**Run 1: close-up of the layout**

Region (159, 159) to (179, 179) um. Cells in grey, sequential cells in the stronger grey; small squares are vias.
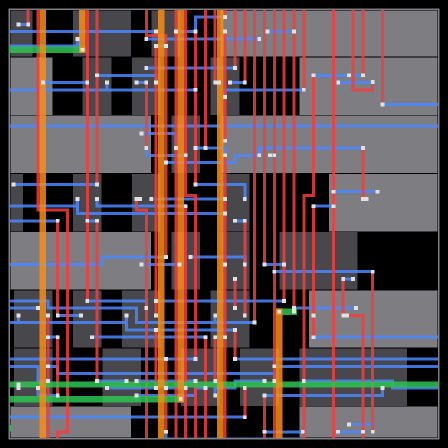
**Run 1: wires at chosen ports, followed through buffers**

Scale: 1.5 px per um.
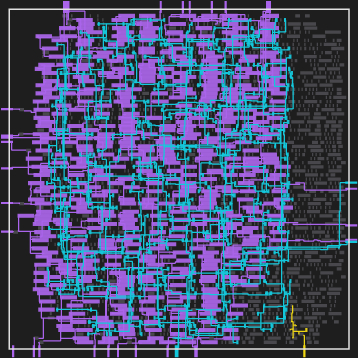
**Run 1: clock wiring as the flow saved it**

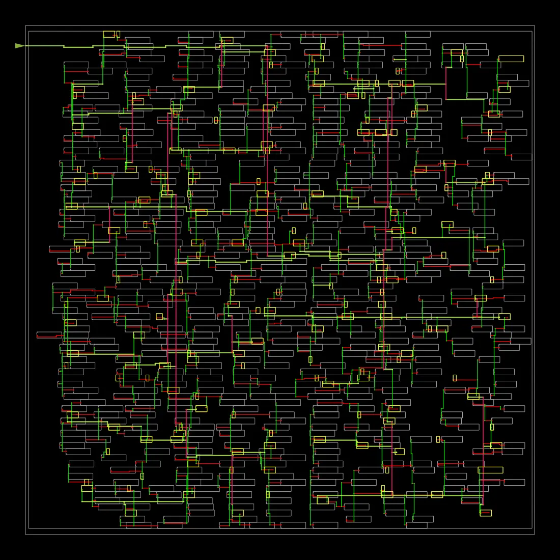
**Run 1: wiring by layer**

Scale: 2 px per um. Only two layers are drawn.
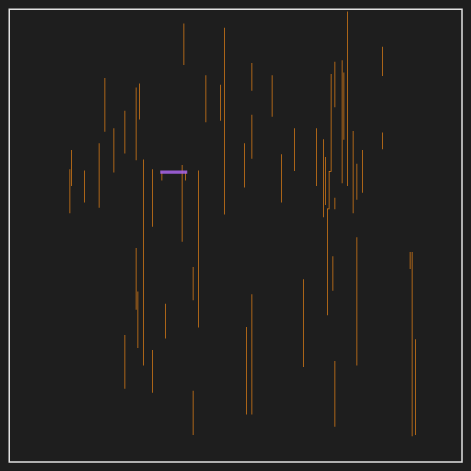
Design array_server, sky130hd; sources not shown.
==> results.yml <==
# physical design summary
synth:
  synth_top_area_share: 0.596
  ys.flops: 579
  floorplan.nets: 2558
  netlist.top_cell.by_area: "edfxtp_1"
  yosys_cells: 2509
  synth.yosys.seq_area_share: 0.679
  muxShareOfSynthArea: 0
  ys_sh_simple: 0.223
  synthesis.area_sq_um: 25000
  fa_ha_area_frac: 0.00100
  yosys.area_share.aoi: 0.0108
  synthDistinctLibCells: 20
  yosys_area_sq_um: 25000
  yosys_warning_total: 0
  synth_xor_xnor_area_share: 0.000701
  synthesis.instances: 2509
  syn-mean-instance-area_sq_um: 9.96
  ys_top_cells_by_area: "edfxtp_1, nand2_1, dfrtp_1"
  post_synth_main_logic_family: "simple AND/OR/NAND/NOR gates"
setup_path:
  critPathSlowestCell: "clkdlybuf4s50_1"
  critical_path.most_common_cell: "clkdlybuf4s50_1"
  timing.setup.critical_path_class: "in -> out"
  arrival_ns: 2.35
  timing.critical_path.required_ns: 3.78
  cp-start-kind: "primary input"
  critical_path_peak_fanout: 6
  cell_breakdown_of_the_critical_path: "clkdlybuf4s50_1 > clkinvlp_4 > nand3_1 > nor2_1 > clkdlybuf4s50_1"
  worst-path-stages: 5
  depth_of_the_worst_register_to_register_path: 6
  path_buffers: 3
  max_stage_delay_ns: 0.88
  reg2reg_setup_slack_ns: 1.72
  cp-end-kind: "primary output"
  timing.critical_path.max_delay_family: "buffers and inverters"
layout:
  area.growth.synth_to_final_pct: 12.8
  seq_area_sq_um: 17000
  largest_cell_class: "sequential cells"
  final_layout_top_logic_cells: "nand2_1, edfxtp_1, inv_1"
  final_layout_top_logic_cell: "nand2_1"
  clk_share: 0.0614
  design.final.nets: 2645
  fillCellCount: 5399
  layout.sequential_cells: 579
  final_layout_size_suffix_gt1_frac: 0.0733
  comb.multi_input.count: 1397
  area.share.sequential: 0.602
  instances_no_fill: 3338
  comb-cell-share: 0.213
  logic_area_sq_um: 6010
  n_all_inverters: 406
  largest_register_ff_count: 496
  final-nonclk-buf-share: 0.0397
  antenna_cells_inserted: 1
  utilization_after_layout: 0.574
  signal_buffers: 115
die:
  initial_core_utilization: 0.508
  floorplan.core_area_sq_um: 49200
  area_enclosed_by_the_die_boundary_sq_um: 50900
  floorplan.die.height_um: 226
  tap_cells: 664
  die_width_um: 226
  floorplan.rows: 81
placed_design:
  finalWeightedCongestion: 0.740
  placed_instance_count: 3160
  dp_hpwl_um: 36200
timing:
  min_period_over_period: 0.659
  max_clock_freq_mhz: 361
  max-slew-margin-rel: 0.335
  final_hold_viol_count: 0
  worst_hold_slack_ns: 0.370
  setup_repair_after_global_routing_missed_its_margin: "no"
  setup_violating_endpoint_count_in_the_final_report: 0
  worst_max_slew_pin_slew_ns: 0.998
  count_of_pins_over_their_slew_limit: 0
  minimum_clock_period_after_layout_ns: 2.77
  worst_clock_skew_ns: 0.0275
hold_path:
  hold_class: "in -> reg"
  worst_hold_path_cells: 2
pwr:
  pwr_density_nw_per_um2: 475
  power_clock_w: 0.00452
  clkPwrFrac: 0.337
  top_power_group: "registers"
  seq_power_share: 0.503
  comb_power_share: 0.160
  combinationalPower_w: 0.00214
  leakage_nw: 12.5
  netSwitchingFraction: 0.290
  internal_power_w: 0.00951
  pg_seq_w: 0.00673
  peakVddDrop_mv: 0.220
  power_switching_w: 0.00388
grt:
  grt-busiest-layer: "met2"
  grt_first_pass_wirelength_um: 105000
  grt.met3_usage: 0.0431
  global_route.usage.total: 0.272
  grt_util_met2: 0.459
  antenna_found_initial: 2
  grt_use_met1: 0.352
  maximum_number_of_pins_on_one_net_before_global_route_repair: 181
  vias_in_the_first_global_route: 19000
  globalRoute.totalOverflow: 0
clock_tree:
  clock_transition_time_at_the_flip_flop_clock_pins_of_the_worst_setup_and_hold_paths_ns: 0.06
  tritoncts: "done"
  clock_sink_count: 579
  ctsLongestPathBuffers: 3
  postCtsResizedCells: 0
  cts_max_level: 3
  clock_tree.root_cell: "clkbuf_8"
  clock_insertion_delay_worst_skew_ns: 0.67
  post_cts_buffers: 0
  holdBufCountCts: 0
detailed_routing:
  wl_met1_um: 28200
  antenna_violating_nets_left: 0
  routed.top_layer: "met5"
  vias_per_cell: 5.31
  sum_of_met3_wire_segment_lengths_after_detailed_routing_um: 3790
  detail_route.iter0.violations: 1456
  dr.pass1.iters: 5
  drc_errors: 0
  dr_wl_met2_um: 33100
flow_run:
  cap_violations: 0
  warning_count: 32
run_status:
  run_status: "finished, final reports clean"
About 'close-up of the layout':
Key: met4 = orange; met3 = green; met2 = red; met1 = blue
Sequential cells in the window: 8. Most frequent: edfxtp_1 (8), nand3_1 (7), nand2_1 (7). 29 logic cells have their middle in the window.

About 'wires at chosen ports, followed through buffers':
Key: wr_data_ready = yellow [bits 1, direction output, end cells 1, buffers 1, wire 47.9 um]; wr_data = purple [bits 32, direction input, end cells 496, buffers 31, wire 5,670 um]; rd_addr = cyan [bits 4, direction input, end cells 484, buffers 10, wire 7,380 um]
I/O Buffers: 82
number of primary I/O pins: 84

About 'clock wiring as the flow saved it':
TritonCTS Buffers: 97
layout clock buffer count: 98

About 'wiring by layer':
Key: met5 = purple [wire length 12.0 um]; met4 = orange [wire length 1,840 um]
total wire length after detailed routing: 66,900 um
wire length per cell after detailed routing: 20.1 um
total number of vias: 17,700

[run 1: cells in the mapped netlist]
cell type / n
clkbuf_1: 26
buf_4: 13
xnor2_1: 1
dfrtp_1: 83
nand2_2: 21
a21oi_1: 2
ha_1: 2
xor2_1: 1
nor2_1: 82
inv_1: 401
buf_2: 54
nand3_1: 391
buf_1: 31
a21oi_2: 1
inv_2: 5
nand2_1: 846
o21ai_0: 21
o21ai_1: 29
buf_6: 3
edfxtp_1: 496
[run 1: through the flow]
stage          total power [W]  TNS [ns]  area [sq um]  setup slack, ns
2_1_floorplan          0.00826   -174.28         25000           -0.351
3_3_place_gp           0.00889         0         26400             1.15
3_5_place_dp           0.00899         0         26400             1.04
4_1_cts                 0.0135         0         28200             1.37
5_1_grt                 0.0140         0         28200             1.33
6_report                0.0134         0         28200             1.43
Power is estimated from default activity; no workload was simulated.
